**Metal 1**

Scale bar: 20 um. Supply wires on this layer in grey.
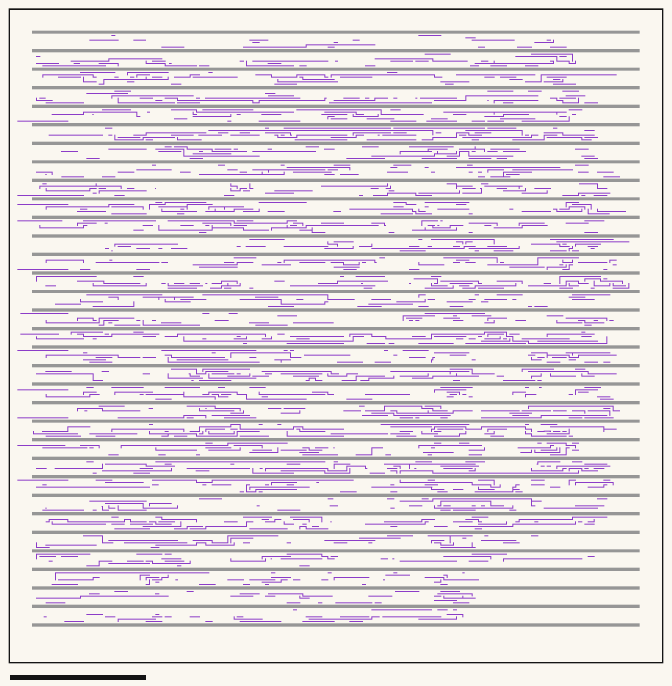
**M2 wires**

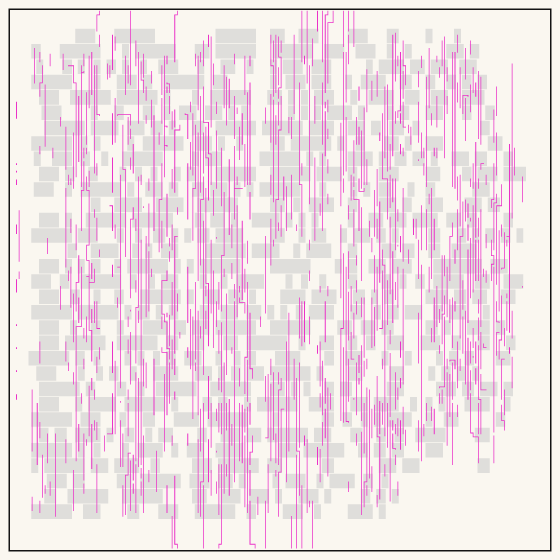
**The metal 3 layer**

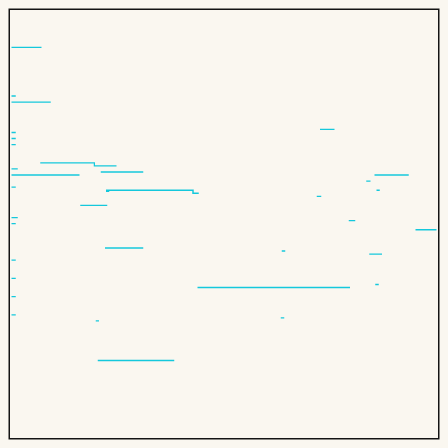
**M4 wires**

Scale bar: 20 um. Supply wires on this layer in grey.
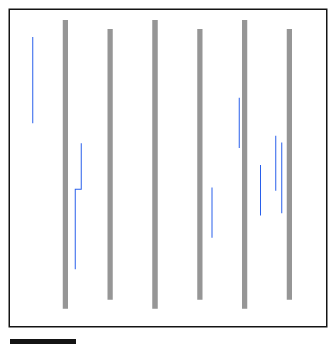
**Congestion heat map**

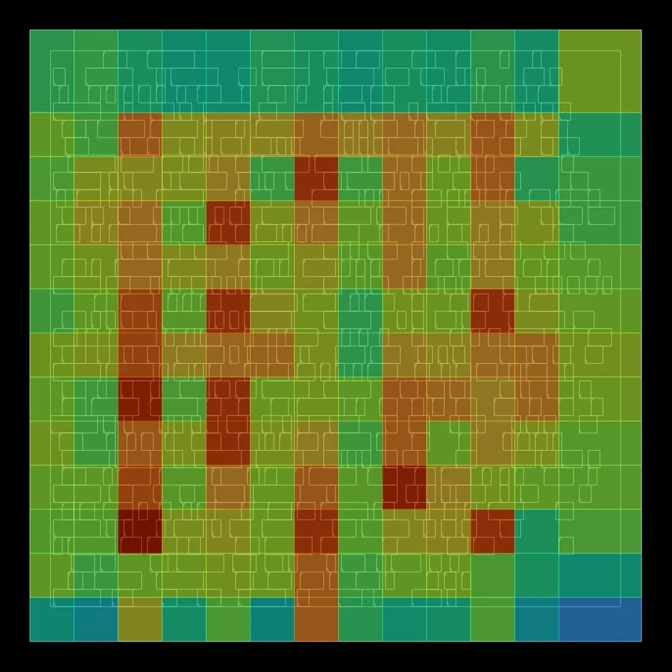
**src/rtl/clk_period_meter_if.sv**
```systemverilog
// Signal bundle between a square-wave source and clk_period_meter.
// With CLK_PERIOD_MINMAX_EN defined the bundle also carries hp_min/hp_max.
interface clk_period_meter_if #(
  parameter int unsigned CNT_W = 16
);
  logic             sig_in;
  logic [CNT_W-1:0] half_period;
  logic [CNT_W-1:0] n_est;
  logic             meas_valid;
  logic             locked;
  logic             timeout;
`ifdef CLK_PERIOD_MINMAX_EN
  logic [CNT_W-1:0] hp_min;
  logic [CNT_W-1:0] hp_max;

  modport master (
    output sig_in,
    input  half_period, n_est, meas_valid, locked, timeout, hp_min, hp_max
  );
  modport slave (
    input  sig_in,
    output half_period, n_est, meas_valid, locked, timeout, hp_min, hp_max
  );
`else
  modport master (
    output sig_in,
    input  half_period, n_est, meas_valid, locked, timeout
  );
  modport slave (
    input  sig_in,
    output half_period, n_est, meas_valid, locked, timeout
  );
`endif
endinterface

```
**src/rtl/clk_period_meter.sv**
```systemverilog
// Measures the half-period of an asynchronous square wave, reports the divider N, lock and LOS.
// Optional CLK_PERIOD_MINMAX_EN adds running min/max half-period outputs.
module clk_period_meter #(
  parameter int unsigned CNT_W      = 16,
  parameter int unsigned LOCK_COUNT = 4,
  parameter int unsigned TOL        = 0,
  parameter int unsigned TIMEOUT    = 65535
) (
  input  logic              clk,
  input  logic              reset,
  clk_period_meter_if.slave mon_io
);

  localparam int unsigned MatchW = $clog2(LOCK_COUNT);
  localparam logic [MatchW-1:0] MatchMax = MatchW'(LOCK_COUNT - 1);
  localparam logic [CNT_W-1:0]  CntLast  = CNT_W'(TIMEOUT - 1);
  localparam logic [CNT_W:0]    TolW     = (CNT_W + 1)'(TOL);

  typedef enum logic [1:0] {StIdle, StArmed, StTrack} state_e;

  state_e            state_q, state_d;
  logic              s1_q, s2_q, d_q;
  logic [CNT_W-1:0]  cnt_q, cnt_d;
  logic [CNT_W-1:0]  half_period_q, half_period_d;
  logic [CNT_W-1:0]  n_est_q, n_est_d;
  logic              meas_valid_q, meas_valid_d;
  logic              locked_q, locked_d;
  logic              timeout_q, timeout_d;
  logic [MatchW-1:0] match_q, match_d;

  logic             sig_edge;
  logic [CNT_W-1:0] meas;
  logic [CNT_W:0]   diff;
  logic [CNT_W:0]   diff_abs;
  logic             agree;

  assign sig_edge = s2_q ^ d_q;
  assign meas     = cnt_q + CNT_W'(1);
  assign diff     = {1'b0, meas} - {1'b0, half_period_q};
  assign diff_abs = diff[CNT_W] ? (~diff + (CNT_W + 1)'(1)) : diff;
  assign agree    = (diff_abs <= TolW);

  always_comb begin
    state_d       = state_q;
    cnt_d         = cnt_q + CNT_W'(1);
    half_period_d = half_period_q;
    n_est_d       = n_est_q;
    meas_valid_d  = 1'b0;
    locked_d      = locked_q;
    timeout_d     = 1'b0;
    match_d       = match_q;

    unique case (state_q)
      StIdle: begin
        cnt_d = '0;
        if (sig_edge) begin
          state_d = StArmed;
        end
      end
      StArmed, StTrack: begin
        if (sig_edge) begin
          // An edge coinciding with the timeout count still yields a measurement.
          cnt_d         = '0;
          half_period_d = meas;
          n_est_d       = cnt_q;
          meas_valid_d  = 1'b1;
          state_d       = StTrack;
          if (state_q == StArmed) begin
            match_d = '0;
          end else if (agree) begin
            match_d = (match_q == MatchMax) ? MatchMax : match_q + MatchW'(1);
            if (match_d == MatchMax) begin
              locked_d = 1'b1;
            end
          end else begin
            match_d  = '0;
            locked_d = 1'b0;
          end
        end else if (cnt_q == CntLast) begin
          cnt_d     = '0;
          timeout_d = 1'b1;
          locked_d  = 1'b0;
          state_d   = StIdle;
        end
      end
      default: begin
        cnt_d   = '0;
        state_d = StIdle;
      end
    endcase
  end

  always_ff @(posedge clk) begin
    if (reset) begin
      state_q       <= StIdle;
      s1_q          <= 1'b0;
      s2_q          <= 1'b0;
      d_q           <= 1'b0;
      cnt_q         <= '0;
      half_period_q <= '0;
      n_est_q       <= '0;
      meas_valid_q  <= 1'b0;
      locked_q      <= 1'b0;
      timeout_q     <= 1'b0;
      match_q       <= '0;
    end else begin
      state_q       <= state_d;
      s1_q          <= mon_io.sig_in;
      s2_q          <= s1_q;
      d_q           <= s2_q;
      cnt_q         <= cnt_d;
      half_period_q <= half_period_d;
      n_est_q       <= n_est_d;
      meas_valid_q  <= meas_valid_d;
      locked_q      <= locked_d;
      timeout_q     <= timeout_d;
      match_q       <= match_d;
    end
  end

  assign mon_io.half_period = half_period_q;
  assign mon_io.n_est       = n_est_q;
  assign mon_io.meas_valid  = meas_valid_q;
  assign mon_io.locked      = locked_q;
  assign mon_io.timeout     = timeout_q;

`ifdef CLK_PERIOD_MINMAX_EN
  logic [CNT_W-1:0] hp_min_q, hp_min_d;
  logic [CNT_W-1:0] hp_max_q, hp_max_d;

  // Losing lock restarts the jitter window.
  always_comb begin
    hp_min_d = hp_min_q;
    hp_max_d = hp_max_q;
    if (locked_q && !locked_d) begin
      hp_min_d = '1;
      hp_max_d = '0;
    end else if (meas_valid_d) begin
      if (meas < hp_min_q) hp_min_d = meas;
      if (meas > hp_max_q) hp_max_d = meas;
    end
  end

  always_ff @(posedge clk) begin
    if (reset) begin
      hp_min_q <= '1;
      hp_max_q <= '0;
    end else begin
      hp_min_q <= hp_min_d;
      hp_max_q <= hp_max_d;
    end
  end

  assign mon_io.hp_min = hp_min_q;
  assign mon_io.hp_max = hp_max_q;
`endif

endmodule

```
**src/flat_wrapper.sv**
```systemverilog
// flat-port wrapper written by rule: the top's interface ports become plain ports
module clk_period_meter_flat 
#(
  parameter int unsigned CNT_W      = 16,
  parameter int unsigned LOCK_COUNT = 4,
  parameter int unsigned TOL        = 0,
  parameter int unsigned TIMEOUT    = 65535
)
  (clk, reset, mon_io_sig_in, mon_io_half_period, mon_io_n_est, mon_io_meas_valid, mon_io_locked, mon_io_timeout);
  clk_period_meter_if #(.CNT_W(CNT_W)) mon_io_i ();
  input  logic clk;
  input  logic reset;
  input wire logic [$bits(mon_io_i.sig_in)-1:0] mon_io_sig_in;
  output wire logic [$bits(mon_io_i.half_period)-1:0] mon_io_half_period;
  output wire logic [$bits(mon_io_i.n_est)-1:0] mon_io_n_est;
  output wire logic [$bits(mon_io_i.meas_valid)-1:0] mon_io_meas_valid;
  output wire logic [$bits(mon_io_i.locked)-1:0] mon_io_locked;
  output wire logic [$bits(mon_io_i.timeout)-1:0] mon_io_timeout;
  assign mon_io_i.sig_in = mon_io_sig_in;
  assign mon_io_half_period = mon_io_i.half_period;
  assign mon_io_n_est = mon_io_i.n_est;
  assign mon_io_meas_valid = mon_io_i.meas_valid;
  assign mon_io_locked = mon_io_i.locked;
  assign mon_io_timeout = mon_io_i.timeout;
  clk_period_meter #(.CNT_W(CNT_W), .LOCK_COUNT(LOCK_COUNT), .TOL(TOL), .TIMEOUT(TIMEOUT)) u_core (.clk(clk), .reset(reset), .mon_io(mon_io_i));
endmodule
```
**config.mk**
```make
export PLATFORM = sky130hd
export DESIGN_NAME = clk_period_meter_flat
export DESIGN_NICKNAME = d
export VERILOG_FILES = /design/src/rtl/clk_period_meter_if.sv /design/src/rtl/clk_period_meter.sv /design/src/flat_wrapper.sv
export SDC_FILE = /design/constraint.sdc
export NUM_CORES = 1
export LEC_CHECK = 0
export CAP_MARGIN = 25
export CELL_PAD_IN_SITES_DETAIL_PLACEMENT = 1
export CELL_PAD_IN_SITES_GLOBAL_PLACEMENT = 1
export CORE_MARGIN = 3
export CORE_UTILIZATION = 46
export CTS_BUF_LIST = sky130_fd_sc_hd__clkbuf_4 sky130_fd_sc_hd__clkbuf_8 sky130_fd_sc_hd__clkbuf_16
export DETAILED_ROUTE_END_ITERATION = 12
export GPL_ROUTABILITY_DRIVEN = 0
export GPL_TIMING_DRIVEN = 1
export PLACE_DENSITY_LB_ADDON = 0.1
export SLEW_MARGIN = 40
export SYNTH_ARGS = -nofsm -noshare
export SYNTH_HDL_FRONTEND = slang
export SYNTH_SLANG_ARGS = --single-unit
```
**constraint.sdc**
```tcl
create_clock -name clk -period 11.1 [get_ports clk]
set_clock_uncertainty 0.1 [all_clocks]
set_input_delay 2.775 -clock clk [delete_from_list [all_inputs] [get_ports clk]]
set_output_delay 2.775 -clock clk [all_outputs]
set_load 0.005 [all_outputs]
```
==> impl_metrics.toml <==
# implementation run metrics
[hold_path]
hp-class = "register to register"
hold_end = "u_core.mon_io.n_est[14]$_SDFFE_PP0P_"
worstHoldPathCells = 2

[global_routing]
grt_max_degree = 45
met2_usage = 0.386
grt_pass1_wl_um = 16500
grtUsageTotal = 0.223
use_met3 = 0.0313

[floorplanning]
nWellTaps = 102
die_h_um = 95.7
fp_util = 0.477
dieArea_um2 = 9160

[cts]
root_buffer = "clkbuf_8"
cts_tree = "built"
clkTransAtPathRegs_ps = 60
ctsResizeCount = 0

[detailed_routing]
wirelength_um = 9730
ant_nets = 0
via_count = 3393
met1_length_um = 4580
drt-vias-per-instance = 5.54
drtIter0Drc = 80
wl_met2_um = 4830

[yosys]
synth_cells = 475
common_cells = "58 x dfxtp_1, 58 x nor2_1, 53 x nand2_1"
ys_types = 70
edf_count = 0
adder_share = 0.0797
synth_warnings = 0
top_cells_by_area = "dfxtp_1 31%, ha_1 7.4%, nor2_1 5.9%"
ys_seq_frac = 0.314
yosysTopAreaCellShare = 0.314

[final_layout]
fillers = 996
nets = 533
sh_comb_area = 0.532
nonClkBufAreaFrac = 0.0921
finalInstanceArea_um2 = 4270
flops = 58
flop_area_um2 = 1160
inv_count = 42
syn_to_final_growth_pct = 15.2

[sta]
min_period_ps = 4580
finalSetupTns_ps = 0
slew_viol_final = 0
hold_viol = 0
holdWs_ps = 359
setup_viol = 0
post-route-period-util = 0.413
slew_headroom = 0.567

[worst_setup_path]
r2r_slack_ps = 6520
cp_num_buf_inv = 2
path_max_fanout = 13
path_cells = "nand3_1 -> nor2_1 -> and3_1 -> nand3_1 -> xor2_1 -> inv_1 -> ha_1 -> a21oi_1 -> o21ai_1 -> o31ai_1 -> a31oi_1 -> buf_4 -> or4_1 -> mux2_2 -> o32a_1 -> o21ai_2 -> nand4_2 -> o32ai_1"
cp.required_ps = 11230
r2r-start = "u_core.cnt_q[5]$_SDFF_PP0_"
cp-startpoint = "u_core.cnt_q[5]$_SDFF_PP0_"
rr_worst_depth = 18
cp_num_cells = 18
critPathArrivalTime_ps = 4710

[pwr]
leakage_nw = 1.67
p_seq_w = 0.000214
seqPwrFrac = 0.421
p_comb_w = 0.000134

[job]
tool_warnings = 30

[place]
dp_slack_ps = 6570
place_hpwl_um = 7400

[outcome]
status = "completed"
Notes on 'metal 1' above:
- wire length on this layer: 4580 um
- nets with wire on the layer: 507

Notes on 'M2 wires' above:
- share of all routed wire: 50%
- longest straight run: 39.8 um

Notes on 'the metal 3 layer' above:
- longest straight run: 33.8 um
- main direction: horizontal
- nets with wire on the layer: 24
- wire length on this layer: 173 um

Notes on 'M4 wires' above:
- share of all routed wire: 1.5%
- longest straight run: 25.8 um
- nets with wire on the layer: 7
- main direction: vertical
- wire length on this layer: 148 um

Notes on 'congestion heat map' above:
grt met1 use: 0.285
post-DR wirelength/cell: 15.9 um
post-layout util: 0.549

